--- config.mk ---
export PLATFORM = sky130hd
export DESIGN_NAME = micro_seq_flat
export DESIGN_NICKNAME = d
export VERILOG_FILES = /design/src/rtl/micro_seq_if.sv /design/src/rtl/micro_seq.sv /design/src/flat_wrapper.sv
export SDC_FILE = /design/constraint.sdc
export NUM_CORES = 1
export LEC_CHECK = 0
export CAP_MARGIN = 20
export CORE_ASPECT_RATIO = 1.1
export CORE_MARGIN = 2
export CORE_UTILIZATION = 52
export CTS_CLUSTER_DIAMETER = 60
export DETAILED_ROUTE_END_ITERATION = 8
export PLACE_DENSITY = 0.86
export SLEW_MARGIN = 20
export SYNTH_ARGS = -nofsm -noshare
export SYNTH_HDL_FRONTEND = slang
export SYNTH_SLANG_ARGS = --single-unit
--- constraint.sdc ---
create_clock -name clk -period 4.3 [get_ports clk]
set_clock_uncertainty 0.15 [all_clocks]
set_input_delay 0.86 -clock clk [delete_from_list [all_inputs] [get_ports clk]]
set_output_delay 0.86 -clock clk [all_outputs]
set_load 0.01 [all_outputs]
--- src/rtl/micro_seq_if.sv ---
// Connection bundle between the microprogram sequencer, its control store,
// the instruction decoder, the ALU flags and the memory interface.
interface micro_seq_if #(
  parameter int AW = 5,
  parameter int CW = 29
);
  logic [CW-1:0] cwrd;
  logic [AW-1:0] ib;
  logic [3:0]    cc;
  logic          mem_ack;
  logic          start;
  logic [AW-1:0] upc;
  logic          mem_req;
  logic          halted;
  logic          stack_err;

  modport master (
    input  cwrd, ib, cc, mem_ack, start,
    output upc, mem_req, halted, stack_err
  );

  modport slave (
    output cwrd, ib, cc, mem_ack, start,
    input  upc, mem_req, halted, stack_err
  );
endinterface

--- src/rtl/micro_seq.sv ---
// Microprogram sequencer: micro-PC, next-address selection, memory-handshake
// stalls, halt/restart and a small micro-subroutine return stack.
module micro_seq #(
  parameter int AW = 5,
  parameter int CW = 29,
  parameter int SD = 4
) (
  input  logic        clk,
  input  logic        rst,
  micro_seq_if.master bus
);
  localparam int SPW = $clog2(SD + 1);
  localparam int IW  = (SD > 1) ? $clog2(SD) : 1;
  localparam logic [SPW-1:0] SP_EMPTY = {SPW{1'b0}};
  localparam logic [SPW-1:0] SP_ONE   = SPW'(1'b1);
  localparam logic [SPW-1:0] SP_FULL  = SPW'(SD);
  localparam logic [AW-1:0]  UPC_ZERO = {AW{1'b0}};
  localparam logic [AW-1:0]  UPC_ONE  = AW'(1'b1);

  typedef enum logic [1:0] {
    RUN     = 2'd0,
    MEMWAIT = 2'd1,
    HALT    = 2'd2
  } state_t;

  state_t         state_r;
  state_t         state_nxt_s;
  logic [AW-1:0]  upc_r;
  logic [AW-1:0]  stack_r [SD];
  logic [SPW-1:0] sp_r;
  logic           stack_err_r;

  logic [AW-1:0]  tgt_s;
  logic [AW-1:0]  inc_s;
  logic [AW-1:0]  sel_addr_s;
  logic [AW-1:0]  next_addr_s;
  logic [3:0]     mask_s;
  logic [1:0]     sel_s;
  logic           do_mem_s;
  logic           do_halt_s;
  logic           do_call_s;
  logic           do_ret_s;
  logic           cond_taken_s;
  logic           advance_s;
  logic           restart_s;
  logic           mem_req_s;
  logic [IW-1:0]  top_idx_s;
  logic [IW-1:0]  push_idx_s;
  logic           unused_bits_s;

  assign tgt_s         = bus.cwrd[AW-1:0];
  assign sel_s         = bus.cwrd[6:5];
  assign mask_s        = bus.cwrd[10:7];
  assign do_mem_s      = bus.cwrd[11];
  assign do_halt_s     = bus.cwrd[12];
  assign do_call_s     = bus.cwrd[13];
  assign do_ret_s      = bus.cwrd[14];
  assign unused_bits_s = ^bus.cwrd[CW-1:15];

  // Next-address selection; a return always overrides the select field
  always_comb begin
    inc_s        = upc_r + UPC_ONE;
    cond_taken_s = |(bus.cc & mask_s);
    top_idx_s    = IW'(sp_r - SP_ONE);
    push_idx_s   = IW'(sp_r);
    case (sel_s)
      2'b00:   sel_addr_s = bus.ib;
      2'b01:   sel_addr_s = inc_s;
      2'b10:   sel_addr_s = cond_taken_s ? tgt_s : inc_s;
      2'b11:   sel_addr_s = tgt_s;
      default: sel_addr_s = inc_s;
    endcase
    if (do_ret_s) begin
      if (sp_r != SP_EMPTY) begin
        next_addr_s = stack_r[top_idx_s];
      end else begin
        next_addr_s = inc_s;
      end
    end else begin
      next_addr_s = sel_addr_s;
    end
  end

  // Sequencer FSM next state, advance/restart strobes and memory request
  always_comb begin
    state_nxt_s = state_r;
    advance_s   = 1'b0;
    restart_s   = 1'b0;
    mem_req_s   = 1'b0;
    case (state_r)
      RUN: begin
        mem_req_s = do_mem_s & ~do_halt_s;
        if (do_halt_s) begin
          state_nxt_s = HALT;
        end else if (do_mem_s && !bus.mem_ack) begin
          state_nxt_s = MEMWAIT;
        end else begin
          advance_s = 1'b1;
        end
      end
      MEMWAIT: begin
        mem_req_s = 1'b1;
        if (bus.mem_ack) begin
          advance_s   = 1'b1;
          state_nxt_s = RUN;
        end else begin
          state_nxt_s = MEMWAIT;
        end
      end
      HALT: begin
        if (bus.start) begin
          restart_s   = 1'b1;
          state_nxt_s = RUN;
        end else begin
          state_nxt_s = HALT;
        end
      end
      default: state_nxt_s = RUN;
    endcase
  end

  // State, micro-PC and return-stack registers; the stack moves only when upc advances
  always_ff @(posedge clk or posedge rst) begin
    if (rst) begin
      state_r     <= RUN;
      upc_r       <= UPC_ZERO;
      sp_r        <= SP_EMPTY;
      stack_err_r <= 1'b0;
      for (int i = 0; i < SD; i++) begin
        stack_r[i] <= UPC_ZERO;
      end
    end else begin
      state_r <= state_nxt_s;
      if (restart_s) begin
        upc_r <= UPC_ZERO;
      end else if (advance_s) begin
        upc_r <= next_addr_s;
        if (do_ret_s) begin
          if (sp_r != SP_EMPTY) begin
            sp_r <= sp_r - SP_ONE;
          end else begin
            stack_err_r <= 1'b1;
          end
        end else if (do_call_s) begin
          if (sp_r == SP_FULL) begin
            stack_err_r <= 1'b1;
          end else begin
            stack_r[push_idx_s] <= inc_s;
            sp_r                <= sp_r + SP_ONE;
          end
        end
      end
    end
  end

  assign bus.upc       = upc_r;
  assign bus.mem_req   = mem_req_s;
  assign bus.halted    = (state_r == HALT);
  assign bus.stack_err = stack_err_r;
endmodule

--- src/flat_wrapper.sv ---
// flat-port wrapper written by rule: the top's interface ports become plain ports
module micro_seq_flat 
#(
  parameter int AW = 5,
  parameter int CW = 29,
  parameter int SD = 4
)
  (clk, rst, bus_cwrd, bus_ib, bus_cc, bus_mem_ack, bus_start, bus_upc, bus_mem_req, bus_halted, bus_stack_err);
  micro_seq_if #(.AW(AW), .CW(CW)) bus_i ();
  input  logic clk;
  input  logic rst;
  input wire logic [$bits(bus_i.cwrd)-1:0] bus_cwrd;
  input wire logic [$bits(bus_i.ib)-1:0] bus_ib;
  input wire logic [$bits(bus_i.cc)-1:0] bus_cc;
  input wire logic [$bits(bus_i.mem_ack)-1:0] bus_mem_ack;
  input wire logic [$bits(bus_i.start)-1:0] bus_start;
  output wire logic [$bits(bus_i.upc)-1:0] bus_upc;
  output wire logic [$bits(bus_i.mem_req)-1:0] bus_mem_req;
  output wire logic [$bits(bus_i.halted)-1:0] bus_halted;
  output wire logic [$bits(bus_i.stack_err)-1:0] bus_stack_err;
  assign bus_i.cwrd = bus_cwrd;
  assign bus_i.ib = bus_ib;
  assign bus_i.cc = bus_cc;
  assign bus_i.mem_ack = bus_mem_ack;
  assign bus_i.start = bus_start;
  assign bus_upc = bus_i.upc;
  assign bus_mem_req = bus_i.mem_req;
  assign bus_halted = bus_i.halted;
  assign bus_stack_err = bus_i.stack_err;
  micro_seq #(.AW(AW), .CW(CW), .SD(SD)) u_core (.clk(clk), .rst(rst), .bus(bus_i));
endmodule
run_1/congestion.png
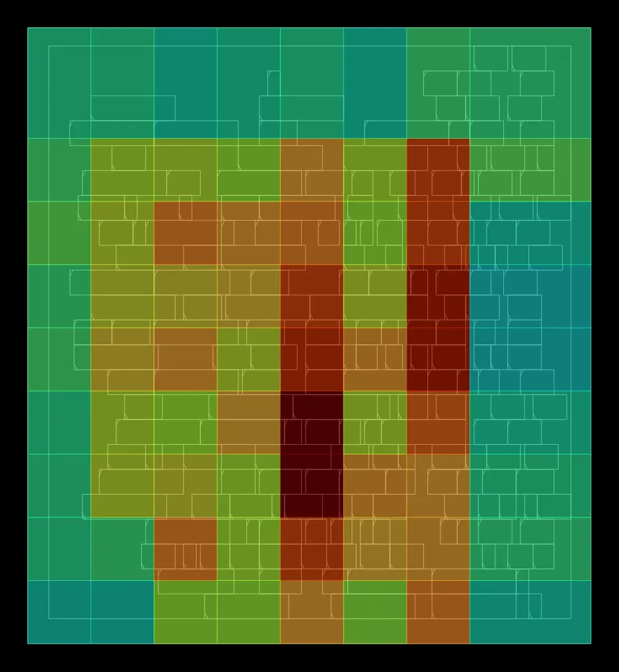
met3 usage: 0.06130
met2 usage in global routing: 0.4066

run_1/io_fan.png
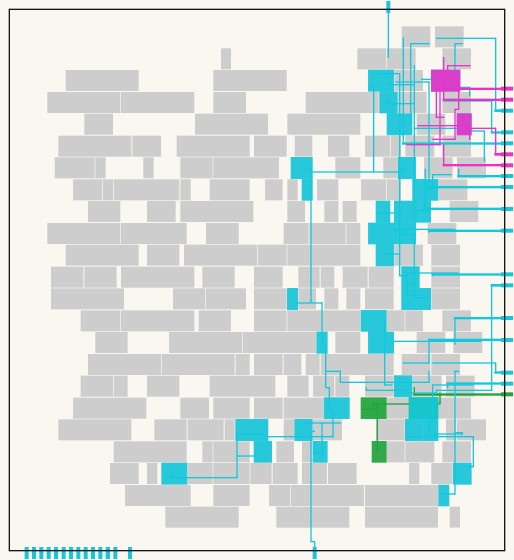
bus_mem_ack -> green  # bits 1, direction input, edge right, end cells 3, buffers 1, wire 29.5 um
bus_cc -> magenta  # bits 4, direction input, edge right, end cells 2, buffers 4, wire 77.4 um
bus_cwrd -> cyan  # bits 29, direction input, edge 15 bottom, 13 right, 1 top, end cells 35, buffers 15, wire 535 um
num ports: 50
I/O Buffers: 35

==> flow_summary_export.csv, run 1 <==
group,metric,value,unit
clock_tree,cts_sinks,31,
floorplanning,core-area,3568,sq um
synthesis,post-synth-top-count-cell,"dfrtp_1",
clock_tree,ctsRootBufferMaster,"clkbuf_8",
drt,drtPass1Iterations,4,
layout,seq_area_frac,0.3344,
synthesis,yosysWarnings,0,
setup_path,cpMostUsedCell,"clkdlybuf4s50_1",
setup_path,worstSetupStartpoint,"bus_cwrd[12]",
final_timing,setup_violations,0,
grt,grt_pass1_wl,6651,um
final_timing,fin_tns_setup,0,ns
drt,viasPerCell,5.690,
worst_hold_path,hold_path_depth,1,
synthesis,flop_cell,"dfrtp_1",
power_and_ir_drop,p_int,797.6,uW
setup_path,r2r_cells,6,
synthesis,top_area_cell,"dfrtp_1",
setup_path,crit_family,"buffers and inverters",
clock_tree,cts_setup_buffers,0,
floorplanning,rows,23,
layout,final_area,2320,sq um
clock_tree,numCtsBuffers,5,
drt,routed.top_layer,"met4",
clock_tree,holdBufCountCts,0,
power_and_ir_drop,pwr-share-clk,0.178,
synthesis,xor_share,0.02776,
synthesis,yosysSeqAreaShare,0.4098,
setup_path,crit_path_max_fanout,3,
layout,num-nonclk-inverters,10,
layout,largestClassByArea,"multi-input combinational cells",
final_timing,layout_setup_ws,1.123,ns
layout,largest_reg_flops,20,
power_and_ir_drop,power,1.212,mW
synthesis,ys_sh_adder,0.03966,
drt,drtAntennaViolNets,0,
clock_tree,ctsResizeCount,0,
final_timing,finalHoldViolCount,0,
placed_design,gp_congestion,0.8271,
synthesis,ys_types,49,
power_and_ir_drop,swShare,0.3418,
placed_design,placed_cells,244,
placed_design,place_area,2238,sq um
power_and_ir_drop,clk-power,215,uW
synthesis,synth.avg_cell_area,11.27,sq um
run_status,outcome,"finished clean",
final_timing,fin_worst_hold_slack,0.3149,ns
drt,drt_iter0_drc,68,
layout,fillCellCount,311,
floorplanning,die.size.y,67.28,um
final_timing,timing.final.crit_period,3.177,ns
synthesis,synth-edff-count,0,
layout,logic_area,1005,sq um
setup_path,crit_buf_inv,3,
synthesis,simple_gate_area_frac,0.1309,
layout,design.seq.count,31,
setup_path,rrSetupSlack,1.79,ns
layout,stdcell_count,252,
synthesis,netlist_area,1893,sq um
layout,clock_area_frac,0.03506,
setup_path,critPathMaxStageDelay,0.50,ns
layout,lay_top_count,"clkdlybuf4s50_1",
layout,nNonClkBuffers,36,
setup_path,start_kind,"input pin",
layout,comb_share,0.4331,
final_timing,drv_slew,0,
floorplanning,die-area,4140,sq um
drt,drc_errors,0,
layout,diodes,0,
synthesis,fp_nets,216,
synthesis,async_reset_ff_frac,1.000,
setup_path,end_kind,"output pin",
layout,buf_share,0.1543,
grt,grt_max_degree,32,
job,warning_count,44,
clock_tree,cts_tree,"built",
floorplanning,die_w,61.53,um
floorplanning,taps,50,
layout,largest-register,"u_core.stack_r",
placed_design,place_ws,1.140,ns
run_1/metal_density.png
Scale bar: 20 um. The die is cut into 12 by 13 equal tiles; dark purple is low, yellow is high, scaled to the fullest tile. Values are wire area over tile area, all layers added.
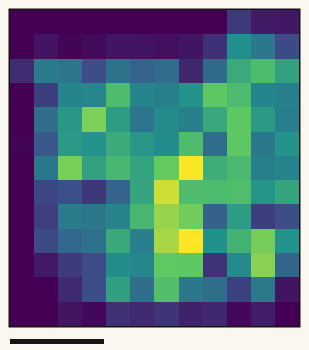
mean over tiles = 0.16
fullest tile = 0.43
nearly empty tiles = 15%
emptiest ninth of the die = bottom left
tiles over half the peak = 32%
GRT Overall Usage: 0.2225
Post-Route WL: 3978 um
Routed WL per cell: 15.79 um
detailed-route via count: 1,434

## Run 2: what changed since run 1
--- a/config.mk
+++ b/config.mk
@@ -8,10 +8,10 @@
 export CAP_MARGIN = 20
 export CORE_ASPECT_RATIO = 1.1
 export CORE_MARGIN = 2
-export CORE_UTILIZATION = 52
+export CORE_UTILIZATION = 48
 export CTS_CLUSTER_DIAMETER = 60
 export DETAILED_ROUTE_END_ITERATION = 8
-export PLACE_DENSITY = 0.86
+export PLACE_DENSITY = 0.8
 export SLEW_MARGIN = 20
 export SYNTH_ARGS = -nofsm -noshare
 export SYNTH_HDL_FRONTEND = slang
==> constraint.sdc (replaced) <==
create_clock -name clk -period 3.1 [get_ports clk]
set_clock_uncertainty 0.15 [all_clocks]
set_input_delay 0.62 -clock clk [delete_from_list [all_inputs] [get_ports clk]]
set_output_delay 0.62 -clock clk [all_outputs]
set_load 0.01 [all_outputs]
run_2/sizes.png
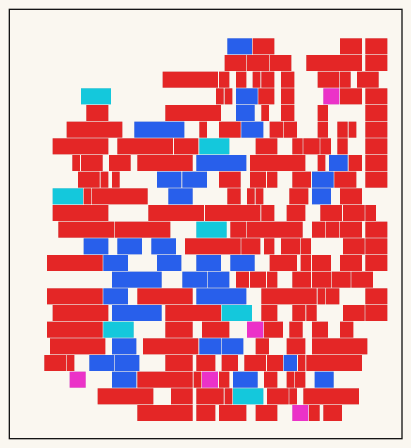
_0 and _1 cells -> red  # cells 160, share 78%
_2 cells -> blue  # cells 34, share 17%
_3 and _4 cells -> magenta  # cells 5, share 2.4%
_6 and larger -> cyan  # cells 7, share 3.4%

run_2/congestion.png
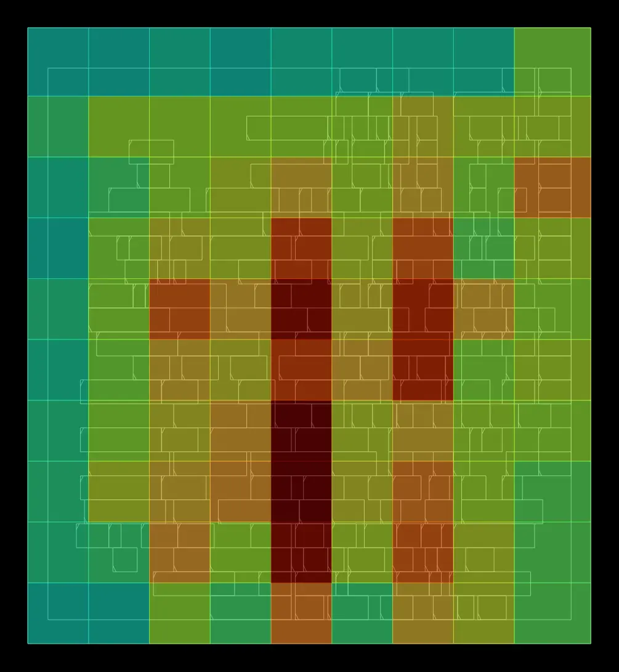
Post-Route Utilization: 0.6380
busiest grt layer: met2
GRT Overall Usage: 0.2155
met2 usage in global routing: 0.3727

==> run 2 against run 1 <==
- cell count rose by 1.6%
- synthesized cell count is the same
- sequential share of layout area decreased by 0.69 points
- combinational power grew 46%
- critical path depth is the same
- setup slack worse by 0.68 ns
- largest cell class unchanged
- global-route usage decreased by 0.70 points
- die size grew 7.8%
==> flow_summary_export.csv, run 2 <==
group,metric,value,unit
placed_design,place_hpwl,3263,um
drt,drc_errors,0,
synthesis,post-synth-top-count-cell,"dfrtp_1",
power_and_ir_drop,swShare,0.3393,
layout,comb_share,0.4242,
floorplanning,io_pins,50,
synthesis,simple_gate_area_frac,0.1309,
setup_path,worstSetupStartpoint,"bus_cwrd[12]",
synthesis,yosys_cells,168,
synthesis,ys_ff,31,
worst_hold_path,hold_path_depth,1,
setup_path,critPathMaxStageDelay,0.50,ns
final_timing,setup_violations,0,
drt,drtAntennaViolNets,0,
grt,grt_max_degree,32,
layout,final_area,2369,sq um
clock_tree,cts_setup_buffers,0,
job,warning_count,44,
power_and_ir_drop,seq-power,674,uW
layout,drive_gt1_frac,0.2233,
drt,drt_iter0_drc,79,
synthesis,top_logic_kind,"multiplexers",
layout,largestClassByArea,"multi-input combinational cells",
setup_path,cpMostUsedCell,"clkdlybuf4s50_1",
layout,nNonClkBuffers,40,
final_timing,relSlewSlack,0.5884,
setup_path,start_kind,"input pin",
power_and_ir_drop,p_sw,596.5,uW
synthesis,synth.top_cell.area_share,0.4098,
layout,design.seq.count,31,
clock_tree,cts_max_level,2,
grt,use_met1,0.2453,
power_and_ir_drop,pwr-share-clk,0.200,
setup_path,crit_family,"buffers and inverters",
setup_path,r2r_end,"u_core.bus.upc[0]$_DFFE_PP0P_",
grt,grt_pass1_wl,7362,um
clock_tree,cts_tree,"built",
layout,lay_top_count,"clkdlybuf4s50_1",
power_and_ir_drop,worst_ir_drop_vdd,0.0004791,V
synthesis,yosys.area_share.aoi,0.1282,
clock_tree,ctsRootBufferMaster,"clkbuf_8",
clock_tree,clkTransAtPathRegs,0.07,ns
synthesis,fp_nets,216,
layout,fillCellCount,279,
floorplanning,die.size.y,69.87,um
synthesis,xor_share,0.02776,
layout,largest-register,"u_core.stack_r",
setup_path,cp.required,2.33,ns
layout,buf_share,0.1638,
setup_path,crit_chain,"clkdlybuf4s50_1 -> inv_1 -> a21oi_1 -> nor2_1 -> clkdlybuf4s50_1",
setup_path,r2r-start,"u_core.sp_r[1]$_DFFE_PP0P_",
clock_tree,numCtsBuffers,5,
grt,overflow,0,
layout,seq_area_frac,0.3275,
power_and_ir_drop,leakage,1.052,nW
layout,syn2layout_area_growth,25.12,%
synthesis,flop_cell,"dfrtp_1",
drt,num_vias,1456,
layout,stdcell_count,256,
placed_design,place_area,2268,sq um
synthesis,async_reset_ff_frac,1.000,
clock_tree,holdBufCountCts,0,
synthesis,top_area_cell,"dfrtp_1",
synthesis,synth.area.mux_share,0.2042,
drt,wl_per_cell,17.07,um
layout,diodes,0,
floorplanning,rows,23,
synthesis,synth.avg_cell_area,11.27,sq um
drt,drtPass1Iterations,4,
setup_path,criticalPathCategory,"in -> out",
synthesis,yosysSeqAreaShare,0.4098,
floorplanning,core-area,3712,sq um
run_status,outcome,"finished clean",
grt,grt_util_met3,0.05636,
final_timing,layout_setup_ws,0.4390,ns
layout,clkbuf_count,8,
synthesis,synth-edff-count,0,
job,drv_cap,0,
synthesis,ys_top_cells_by_count,"dfrtp_1 (31), mux2_2 (18), inv_1 (10), nand3_1 (10), clkbuf_1 (7)",
grt,antenna_found_initial,0,
setup_path,rrSetupSlack,0.82,ns
clock_tree,ctsResizeCount,0,
setup_path,r2r_cells,6,
layout,seqCellArea,775.7,sq um
setup_path,crit_cells,5,
drt,postRouteWirelength,4370,um
layout,num-nonclk-inverters,10,
worst_hold_path,min-delay-start,"u_core.bus.stack_err$_DFFE_PP0P_",
synthesis,ys_types,49,
final_timing,fin_tns_setup,0,ns
final_timing,drv_slew,0,
power_and_ir_drop,clk-power,351,uW
placed_design,gp_congestion,0.8757,
drt,wl_met2,2207,um
worst_hold_path,hp-class,"reg -> reg",
final_timing,timing.final.crit_period,2.661,ns
power_and_ir_drop,power_leader,"combinational logic",
final_timing,fin_worst_hold_slack,0.3400,ns
setup_path,arrival,1.89,ns
placed_design,placed_cells,248,
layout,largest_reg_flops,20,
synthesis,ys_sh_adder,0.03966,
final_timing,fmax,0.3758,GHz
drt,routed.top_layer,"met4",
power_and_ir_drop,p_int,1.162,mW
final_timing,finalHoldViolCount,0,
grt,grt_pass1_vias,1563,
floorplanning,die-area,4463,sq um
clock_tree,clockBufferDepth,2,
final_timing,grt_setup_unrepaired,"no",
setup_path,crit_path_max_fanout,3,
drt,viasPerCell,5.688,
layout,clock_area_frac,0.04226,
setup_path,end_kind,"output pin",
power_and_ir_drop,power,1.758,mW
setup_path,crit_buf_inv,3,
layout,logic_area,1005,sq um
power_and_ir_drop,p_comb_frac,0.417,
setup_path,cp_slowest_cell,"clkdlybuf4s50_1",
layout,fin_nets,253,
setup_path,crit_end,"bus_mem_req",
drt,wl_met1,1816,um
floorplanning,taps,50,
placed_design,numPortBuffers,35,
layout,logic_gates,117,
placed_design,place_ws,0.3738,ns
clock_tree,cts_sinks,31,
floorplanning,die_w,63.88,um
power_and_ir_drop,power.density,742.3,nW/um^2
synthesis,netlist_area,1893,sq um
synthesis,yosysWarnings,0,
power_and_ir_drop,seqPwrFrac,0.383,
## Run 3: what changed since run 2
--- a/config.mk
+++ b/config.mk
@@ -5,7 +5,7 @@
 export SDC_FILE = /design/constraint.sdc
 export NUM_CORES = 1
 export LEC_CHECK = 0
-export CAP_MARGIN = 20
+export CAP_MARGIN = 40
 export CORE_ASPECT_RATIO = 1.1
 export CORE_MARGIN = 2
 export CORE_UTILIZATION = 48
==> constraint.sdc (replaced) <==
create_clock -name clk -period 3.1 [get_ports clk]
set_clock_uncertainty 0.15 [all_clocks]
set_input_delay 0.465 -clock clk [delete_from_list [all_inputs] [get_ports clk]]
set_output_delay 0.465 -clock clk [all_outputs]
set_load 0.01 [all_outputs]
==> run 3 against run 2 <==
- routed wire length is 6.1% lower
- first-iteration DRC count shrank 24%
- critical path depth did not move
- cell count stayed put
- setup slack better by 0.31 ns
- design area grew 1.5%
- critical endpoint unchanged
- largest power group unchanged
- highest routed layer unchanged
==> flow_summary_export.csv, run 3 <==
group,metric,value,unit
run_status,outcome,"finished clean",
power_and_ir_drop,seqPwrFrac,0.357,
synthesis,ys_top_cells_by_count,"dfrtp_1 (31), mux2_2 (18), inv_1 (10), nand3_1 (10), clkbuf_1 (7)",
layout,fillCellCount,270,
setup_path,crit_end,"bus_mem_req",
setup_path,rrSetupSlack,0.80,ns
drt,drtPass1Iterations,4,
setup_path,end_kind,"output pin",
placed_design,placed_cells,248,
drt,wl_per_cell,16.03,um
job,warning_count,44,
setup_path,crit_buf_inv,3,
worst_hold_path,hp-class,"reg -> reg",
clock_tree,numCtsBuffers,5,
floorplanning,rows,23,
final_timing,relSlewSlack,0.5840,
drt,drc_errors,0,
setup_path,start_kind,"input pin",
setup_path,crit_chain,"clkdlybuf4s50_1 -> inv_1 -> a21oi_1 -> nor2_1 -> clkdlybuf4s50_1",
setup_path,r2r_end,"u_core.bus.upc[0]$_DFFE_PP0P_",
synthesis,yosys_cells,168,
placed_design,place_hpwl,3148,um
final_timing,fin_tns_setup,0,ns
synthesis,ys_types,49,
setup_path,crit_family,"buffers and inverters",
grt,antenna_found_initial,0,
layout,stdcell_count,256,
worst_hold_path,hold_path_depth,1,
layout,clkbuf_count,5,
layout,lay_top_count,"clkdlybuf4s50_1",
clock_tree,cts_sinks,31,
layout,buf_share,0.1613,
layout,drive_gt1_frac,0.2282,
synthesis,netlist_area,1893,sq um
grt,grt_pass1_wl,6886,um
synthesis,xor_share,0.02776,
layout,num-nonclk-inverters,10,
setup_path,critPathMaxStageDelay,0.49,ns
placed_design,gp_congestion,0.8674,
layout,seqCellArea,775.7,sq um
layout,diodes,0,
floorplanning,taps,50,
grt,grt_pass1_vias,1532,
clock_tree,clockBufferDepth,2,
power_and_ir_drop,clk-power,469,uW
setup_path,crit_path_max_fanout,3,
final_timing,timing.final.crit_period,2.346,ns
setup_path,worstSetupStartpoint,"bus_cwrd[12]",
clock_tree,clkTransAtPathRegs,0.07,ns
drt,num_vias,1450,
setup_path,r2r-start,"u_core.sp_r[1]$_DFFE_PP0P_",
placed_design,place_area,2268,sq um
power_and_ir_drop,power.density,781.6,nW/um^2
floorplanning,die_w,63.88,um
setup_path,criticalPathCategory,"in -> out",
final_timing,layout_setup_ws,0.7540,ns
layout,syn2layout_area_growth,27.03,%
power_and_ir_drop,worst_ir_drop_vdd,0.0004039,V
setup_path,arrival,1.73,ns
layout,clock_area_frac,0.05671,
final_timing,grt_setup_unrepaired,"no",
layout,logic_gates,117,
drt,viasPerCell,5.664,
clock_tree,cts_setup_buffers,0,
synthesis,top_area_cell,"dfrtp_1",
layout,nNonClkBuffers,40,
power_and_ir_drop,p_int,1.282,mW
run_3/placement_by_type.png
Scale bar: 20 um.
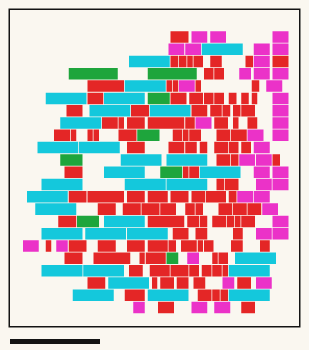
flops -> cyan  # cells 31
combinational and other logic -> red  # cells 127
clock drivers and dummy loads -> green  # cells 8
other buffers and delay cells -> magenta  # cells 40

run_3/congestion.png
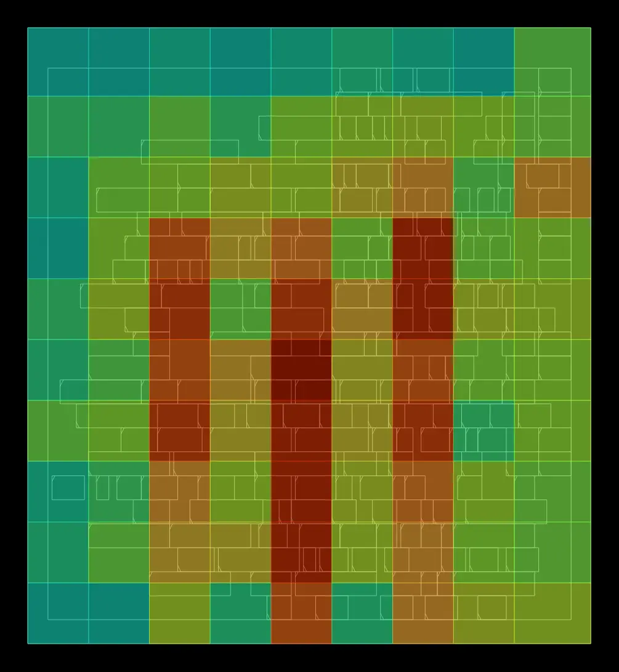
M1 GR Usage: 0.2150
Post-Route Utilization: 0.6478
GRT Overall Usage: 0.1950
met2 usage in global routing: 0.3414
met3 usage: 0.05636

Power and IR drop assume default switching activity.
